File: config.mk
export PLATFORM = sky130hd
export DESIGN_NAME = wb_multi_slave
export DESIGN_NICKNAME = d
export VERILOG_FILES = /design/src/rtl/wb_multi_slave.sv
export SDC_FILE = /design/constraint.sdc
export NUM_CORES = 1
export LEC_CHECK = 0
export ABC_AREA = 1
export CAP_MARGIN = 40
export CORE_MARGIN = 2
export CORE_UTILIZATION = 35
export DETAILED_ROUTE_END_ITERATION = 6
export PLACE_DENSITY = 0.76
export SETUP_SLACK_MARGIN = 0.05
export SKIP_LAST_GASP = 1
export SLEW_MARGIN = 20
export SYNTH_ARGS = -nofsm -noshare
export SYNTH_HDL_FRONTEND = slang
export SYNTH_SLANG_ARGS = --single-unit
File: constraint.sdc
create_clock -name clk_i -period 1.85 [get_ports clk_i]
set_clock_uncertainty 0.1 [all_clocks]
set_input_delay 0.37 -clock clk_i [delete_from_list [all_inputs] [get_ports clk_i]]
set_output_delay 0.37 -clock clk_i [all_outputs]
set_load 0.01 [all_outputs]
File: src/rtl/wb_multi_slave.sv
// Wishbone slave fanning out to a memory controller and N peripheral
// channels, with per-target ready, timeout and decode-miss errors.
module wb_multi_slave #(
   parameter int               ADR_W        = 26,
   parameter int               DAT_W        = 32,
   parameter int               N_CH         = 4,
   parameter int               CH_SPAN_LOG2 = 4,
   parameter logic [ADR_W-1:0] PER_BASE     = 26'h0010000,
   parameter int               TIMEOUT      = 15,
   localparam int              CH_W         = (N_CH > 1) ? $clog2(N_CH) : 1
) (
   input  logic                  clk_i,
   input  logic                  rst_i,
   input  logic                  cyc_i,
   input  logic                  stb_i,
   input  logic                  we_i,
   input  logic [ADR_W-1:0]      adr_i,
   input  logic [DAT_W-1:0]      dat_i,
   output logic [DAT_W-1:0]      dat_o,
   output logic                  ack_o,
   output logic                  err_o,
   output logic [CH_W:0]         tag_o,
   output logic [ADR_W-1:0]      mem_adr_o,
   output logic [DAT_W-1:0]      mem_dat_o,
   output logic                  mem_r_o,
   output logic                  mem_w_o,
   input  logic [DAT_W-1:0]      mem_dat_i,
   input  logic                  mem_rdy_i,
   output logic [N_CH-1:0]       per_sel_o,
   output logic                  per_w_o,
   output logic [CH_SPAN_LOG2-1:0] per_adr_o,
   output logic [DAT_W-1:0]      per_dat_o,
   input  logic [N_CH*DAT_W-1:0] per_dat_i,
   input  logic [N_CH-1:0]       per_rdy_i
);

   localparam int HI = CH_SPAN_LOG2 + CH_W;
   localparam int NP = 1 << CH_W;
   localparam logic [CH_W:0] N_CH_L = (CH_W+1)'(N_CH);

   typedef enum logic [2:0] {
      S_IDLE,
      S_MEM,
      S_PER,
      S_RESP,
      S_ERR
   } state_t;

   state_t state_q, state_d;
   logic [7:0]        cnt_q, cnt_d;
   logic              we_q, we_d;
   logic [CH_W-1:0]   ch_q, ch_d;
   logic [CH_W:0]     tgt_q, tgt_d;
   logic [ADR_W-1:0]  adr_q, adr_d;
   logic [DAT_W-1:0]  dat_q, dat_d;
   logic              mem_r_q, mem_r_d;
   logic              mem_w_q, mem_w_d;
   logic [N_CH-1:0]   sel_q, sel_d;
   logic              per_w_q, per_w_d;
   logic [DAT_W-1:0]  rdat_q, rdat_d;
   logic [CH_W:0]     tag_q, tag_d;
   logic              ack_q, ack_d;
   logic              err_q, err_d;

   logic              win_hit;
   logic [CH_W-1:0]   ch_dec;
   logic              ch_ok;
   logic [NP-1:0]     rdy_pad;
   logic [DAT_W-1:0]  pdat [NP];
   logic              tgt_rdy;
   logic [DAT_W-1:0]  tgt_dat;

   assign win_hit = adr_i[ADR_W-1:HI] == PER_BASE[ADR_W-1:HI];
   assign ch_dec  = adr_i[CH_SPAN_LOG2 +: CH_W];
   assign ch_ok   = {1'b0, ch_dec} < N_CH_L;
   assign rdy_pad = NP'(per_rdy_i);

   // Unpack channel read data; unused slots of the power-of-two table read 0.
   always_comb begin
      for (int c = 0; c < NP; c++) pdat[c] = '0;
      for (int c = 0; c < N_CH; c++) pdat[c] = per_dat_i[c*DAT_W +: DAT_W];
   end

   assign tgt_rdy = (state_q == S_MEM) ? mem_rdy_i : rdy_pad[ch_q];
   assign tgt_dat = (state_q == S_MEM) ? mem_dat_i : pdat[ch_q];

   // Next-state and registered-output logic.
   always_comb begin
      state_d = state_q;
      cnt_d   = cnt_q;
      we_d    = we_q;
      ch_d    = ch_q;
      tgt_d   = tgt_q;
      adr_d   = adr_q;
      dat_d   = dat_q;
      mem_r_d = mem_r_q;
      mem_w_d = mem_w_q;
      sel_d   = sel_q;
      per_w_d = per_w_q;
      rdat_d  = rdat_q;
      tag_d   = tag_q;
      ack_d   = 1'b0;
      err_d   = 1'b0;
      unique case (state_q)
         S_IDLE: begin
            if (cyc_i && stb_i) begin
               adr_d = adr_i;
               dat_d = dat_i;
               we_d  = we_i;
               ch_d  = ch_dec;
               cnt_d = '0;
               tgt_d = win_hit ? {1'b1, ch_dec} : '0;
               if (win_hit && ch_ok) begin
                  sel_d   = N_CH'(1) << ch_dec;
                  per_w_d = we_i;
                  state_d = S_PER;
               end else if (win_hit) begin
                  state_d = S_ERR;
               end else begin
                  mem_w_d = we_i;
                  mem_r_d = ~we_i;
                  state_d = S_MEM;
               end
            end
         end
         S_MEM, S_PER: begin
            if (!cyc_i) begin
               mem_r_d = 1'b0;
               mem_w_d = 1'b0;
               sel_d   = '0;
               per_w_d = 1'b0;
               state_d = S_IDLE;
            end else if (tgt_rdy) begin
               mem_r_d = 1'b0;
               mem_w_d = 1'b0;
               sel_d   = '0;
               per_w_d = 1'b0;
               ack_d   = 1'b1;
               rdat_d  = we_q ? '0 : tgt_dat;
               tag_d   = tgt_q;
               state_d = S_RESP;
            end else if (cnt_q == 8'(TIMEOUT)) begin
               mem_r_d = 1'b0;
               mem_w_d = 1'b0;
               sel_d   = '0;
               per_w_d = 1'b0;
               err_d   = 1'b1;
               rdat_d  = '0;
               tag_d   = tgt_q;
               state_d = S_ERR;
            end else begin
               cnt_d = cnt_q + 8'd1;
            end
         end
         S_RESP: begin
            state_d = S_IDLE;
         end
         S_ERR: begin
            // Timeout raises err on entry; a decode miss raises it here.
            if (!err_q) begin
               err_d  = 1'b1;
               rdat_d = '0;
               tag_d  = tgt_q;
            end else begin
               state_d = S_IDLE;
            end
         end
         default: state_d = S_IDLE;
      endcase
   end

   // State and output registers with synchronous reset.
   always_ff @(posedge clk_i) begin
      if (rst_i) begin
         state_q <= S_IDLE;
         cnt_q   <= '0;
         we_q    <= 1'b0;
         ch_q    <= '0;
         tgt_q   <= '0;
         adr_q   <= '0;
         dat_q   <= '0;
         mem_r_q <= 1'b0;
         mem_w_q <= 1'b0;
         sel_q   <= '0;
         per_w_q <= 1'b0;
         rdat_q  <= '0;
         tag_q   <= '0;
         ack_q   <= 1'b0;
         err_q   <= 1'b0;
      end else begin
         state_q <= state_d;
         cnt_q   <= cnt_d;
         we_q    <= we_d;
         ch_q    <= ch_d;
         tgt_q   <= tgt_d;
         adr_q   <= adr_d;
         dat_q   <= dat_d;
         mem_r_q <= mem_r_d;
         mem_w_q <= mem_w_d;
         sel_q   <= sel_d;
         per_w_q <= per_w_d;
         rdat_q  <= rdat_d;
         tag_q   <= tag_d;
         ack_q   <= ack_d;
         err_q   <= err_d;
      end
   end

   assign dat_o     = rdat_q;
   assign ack_o     = ack_q;
   assign err_o     = err_q;
   assign tag_o     = tag_q;
   assign mem_adr_o = adr_q;
   assign mem_dat_o = dat_q;
   assign mem_r_o   = mem_r_q;
   assign mem_w_o   = mem_w_q;
   assign per_sel_o = sel_q;
   assign per_w_o   = per_w_q;
   assign per_adr_o = adr_q[CH_SPAN_LOG2-1:0];
   assign per_dat_o = dat_q;

endmodule
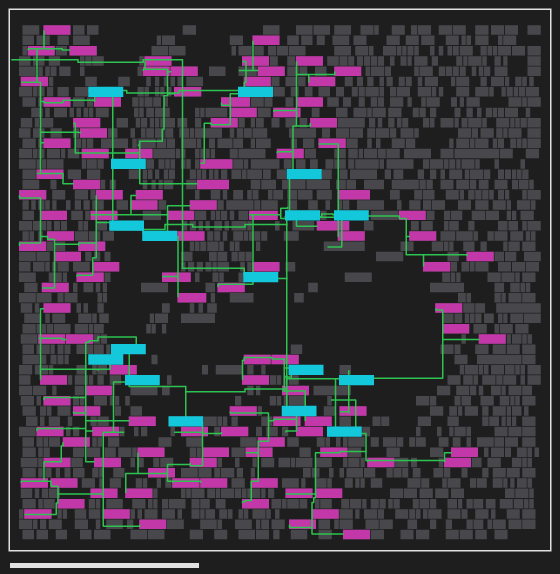
Fig. 1. Clock wires, drivers and flops (run 1).
Bar = 50 um.
legend:
  flip-flops:
    color: magenta
    count: 117
  cells driving clock nets:
    color: cyan
    count: 17
  clock wires:
    color: green
    length: 1690 um
routed clock nets: 18
Worst-Skew Late Latency: 410 ps
Clock Power: 0.00309 W
clock power share: 23.2%

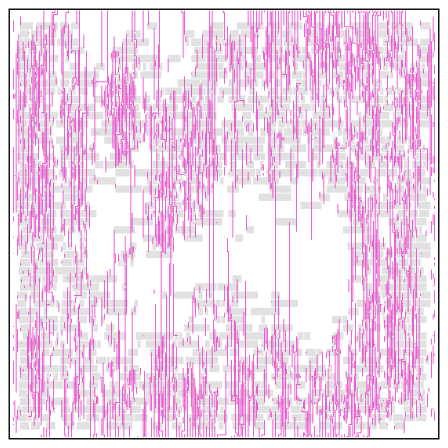
Fig. 2. Metal 2 (run 1).
longest straight run: 55.2 um
main direction: vertical
share of all routed wire: 49%
wire length on this layer: 12700 um
drt total wl: 25.8 mm
Via Count: 7662
met2 GRT Util: 42.1%

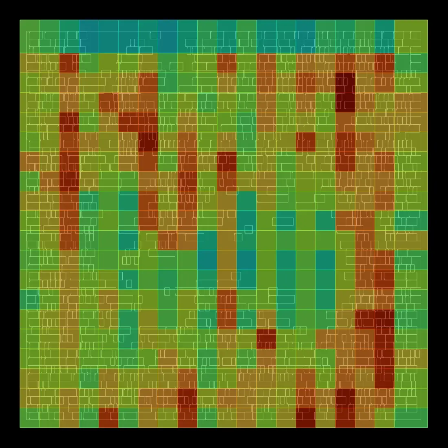
Fig. 3. Routing congestion (run 1).
average wire per standard cell: 16.4 um
met3 Usage GRT: 7.91%
fin util: 61.9%

==> impl_metrics.csv, run 1 <==
group,metric,value,unit
run_status,outcome,"complete, no violations",
routing,vias_per_cell,4.87,
setup_path,critPathArrivalTime,1300,ps
placed_design,place_ws,-445,ps
routing,drc,0,
grt,use_met1,26.3,%
routing,wl_met2,12.7,mm
grt,grt_overflow,0,
placed_design,dpl_cell_area,0.0106,sq mm
min_path,min_from,"adr_i[14]",
pwr,maxPowerGroup,"combinational cells",
synth,ys_ff,117,
synth,synthXorXnorAreaFrac,0.260,%
finish,n_clock_buffer,23,
routing,met3RoutedLength,2.27,mm
synth,ys_area,0.00673,sq mm
grt,grt_max_degree,65,
cts,hold_buffers,0,
sta,fmax,566,MHz
finish,finish.net_count,1554,
cts,clockRootBuffer,"clkbuf_16",
routing,detail-route-antenna-nets,0,
finish,nFillCells,1708,
pwr,power_density,1150,mW/mm^2
sta,setup_ws,81.7,ps
sta,setup_tns,0,ps
cts,cts-resized-gates,86,
finish,layout.area.comb,0.00365,sq mm
sta,slew_violations,0,
placed_design,dpl.cell_count,1520,
synth,yosysSeqAreaShare,34.8,%
run 1: synthesized netlist by cell type, drive strengths merged:
cell / n / area share [%]
o211ai: 36 / 4.0
nand2: 178 / 12
inv: 58 / 3.4
xnor2: 1 / 0.13
ha: 1 / 0.19
nand3: 71 / 5.6
o21ai: 135 / 11
xor2: 1 / 0.13
or2: 1 / 0.093
dfxtp: 117 / 35
nor3: 4 / 0.30
buf: 77 / 8.3
a21oi: 41 / 4.3
nand4: 10 / 1.2
nor2: 217 / 13
clkbuf: 22 / 1.2
run 1: worst max path at each step:
| stage | start | endpoint | slack, ps | cells after the start |
|---|---|---|---|---|
| 2_1_floorplan | cnt_q[0]$_SDFFE_PP0P_ | dat_o[21]$_SDFFE_PP0P_ | 140 | 11 |
| 3_3_place_gp | adr_i[8] | per_sel_o[3]$_SDFFE_PP0P_ | -380 | 10 |
| 3_5_place_dp | adr_i[17] | per_w_o$_SDFFE_PP0P_ | -450 | 10 |
| 4_1_cts | ch_q[0]$_SDFFE_PP0P_ | mem_adr_o[4] | -80 | 2 |
| 5_1_grt | ch_q[0]$_SDFFE_PP0P_ | cnt_q[2]$_SDFFE_PP0P_ | 40 | 11 |
| 6_report | mem_adr_o[6]$_SDFFE_PP0P_ | mem_adr_o[6] | 80 | 1 |
run 1: state kept, by name (all words and copies together) (netlist names), 3 cells and up:
register	flops
dat_o	32
mem_dat_o	32
mem_adr_o	25
cnt_q	8
per_sel_o	4
state_q	3
tag_o	3
tgt_q	3
run 1: kinds of logic (layout without fill, tap and decap cells):
| logic type | Yosys count | in the layout |
|---|---|---|
| and+or+nand+nor | 481 | 482 |
| AOI/OAI and AO/OA | 212 | 212 |
| buffers and inverters | 157 | 523 |
| DFF | 117 | 117 |
| xor gates and xnor gates | 2 | 2 |
| adders and majority gates | 1 | 1 |
| other | 0 | 1 |
Fig. 4: run 1, routed metal, one color a layer
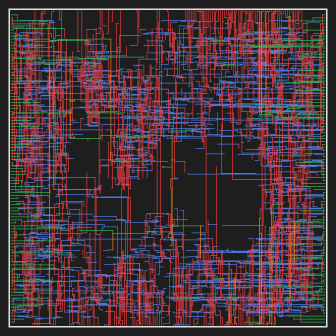

==> inputs of run 2 (changes only) <==
- ABC_CLOCK_PERIOD_IN_PS: default -> 1850
- CAP_MARGIN: 40 -> 15
- CTS_BUF_LIST: default -> sky130_fd_sc_hd__clkbuf_16
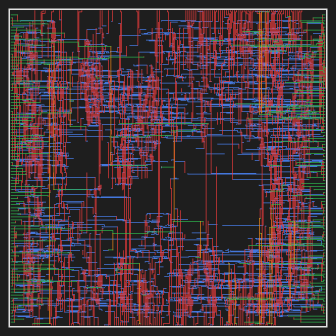
Fig. 5. Routed metal, one color a layer (run 2).
legend:
  met1:
    color: blue
    wire_length: 10000 um
  met3:
    color: green
    wire_length: 2320 um
  met4:
    color: orange
    wire_length: 785 um
  met2:
    color: red
    wire_length: 12700 um
Via Count: 7655
drt total wl: 25.8 mm

==> run 2 against run 1 <==
Compared with the run above: via count barely moved; global-route usage fell by 0.057 points; worst hold slack got worse by 4.0 ps; critical path type unchanged; highest routed layer unchanged.
==> impl_metrics.csv, run 2 <==
group,metric,value,unit
run_status,outcome,"complete, no violations",
pwr,clockPowerShare,22.4,%
finish,nFillCells,1711,
min_path,min_from,"adr_i[15]",
sta,setup_ws,75.8,ps
cts,hold_buffers,0,
synth,top_cells_by_count,"nor2_1 (192), nand2_1 (138), dfxtp_1 (117)",
finish,finish.net_count,1552,
synth,synth-edff-count,0,
synth,synthArstFlopShare,0,%
synth,ys_area,0.00673,sq mm
routing,post_drt_wl_per_cell,16.5,um
pwr,maxPowerGroup,"combinational cells",
routing,detail-route-antenna-nets,0,
synth,ys_ff,117,
grt,grt_max_degree,65,
pwr,power_density,1140,mW/mm^2
grt,grt_overflow,0,
pwr,pg_clk,0.00295,W
synth,top_area_cell,"dfxtp_1",
## run 2: cell counts after synthesis
Identical to the previous run, type by type.
## run 2: how the worst max path moves through the flow
stage | start | endpoint | slack (ps)
after global placement | adr_i[8] | per_sel_o[3]$_SDFFE_PP0P_ | -380
final | mem_adr_o[6]$_SDFFE_PP0P_ | mem_adr_o[6] | 80
after global routing | adr_i[16] | per_w_o$_SDFFE_PP0P_ | 40
after CTS | ch_q[0]$_SDFFE_PP0P_ | mem_adr_o[4] | -80
after detailed placement | adr_i[17] | per_w_o$_SDFFE_PP0P_ | -450
after floorplan | cnt_q[0]$_SDFFE_PP0P_ | dat_o[21]$_SDFFE_PP0P_ | 140
## run 2: area by class of cell
cell class	instances	area [sq um]	share of cell area, %
tap	234	293	2.53
clock buffer	17	425	3.68
inverter	58	238	2.06
antenna	1	2.50	0.0216
clock inverter	14	98.8	0.855
timing repair buffer	433	4510	39.0
sequential	117	2360	20.4
multi-input combinational	696	3640	31.5
## run 2: repair_timing
action                                  in CTS  in global routing
gates cloned                                 4                  1
gates resized                               85                 87
endpoints found under the setup margin     108                 88
buffers inserted                             5                  8
pin swaps                                    2                 19
## run 2: layer usage
metal  vias to the layer above  global-route usage, %  wire, um
met1                      3470                   26.3     10000
met3                        42                   7.91      2320
met4                         0                   9.07       784
met2                       304                   42.0     12700
met5                         -                      0         0
li1                       3839                      -         -
## run 2: through the flow
step	hold slack (ps)	util, %	total power (W)
finish	159	61.6	0.0131
global route	167	61.6	0.0140
CTS	295	59.9	0.0130
detailed placement	359	56.4	0.0100
global placement	351	56.4	0.00993
floorplan	335	-	0.00732
Power and IR drop assume default switching activity.
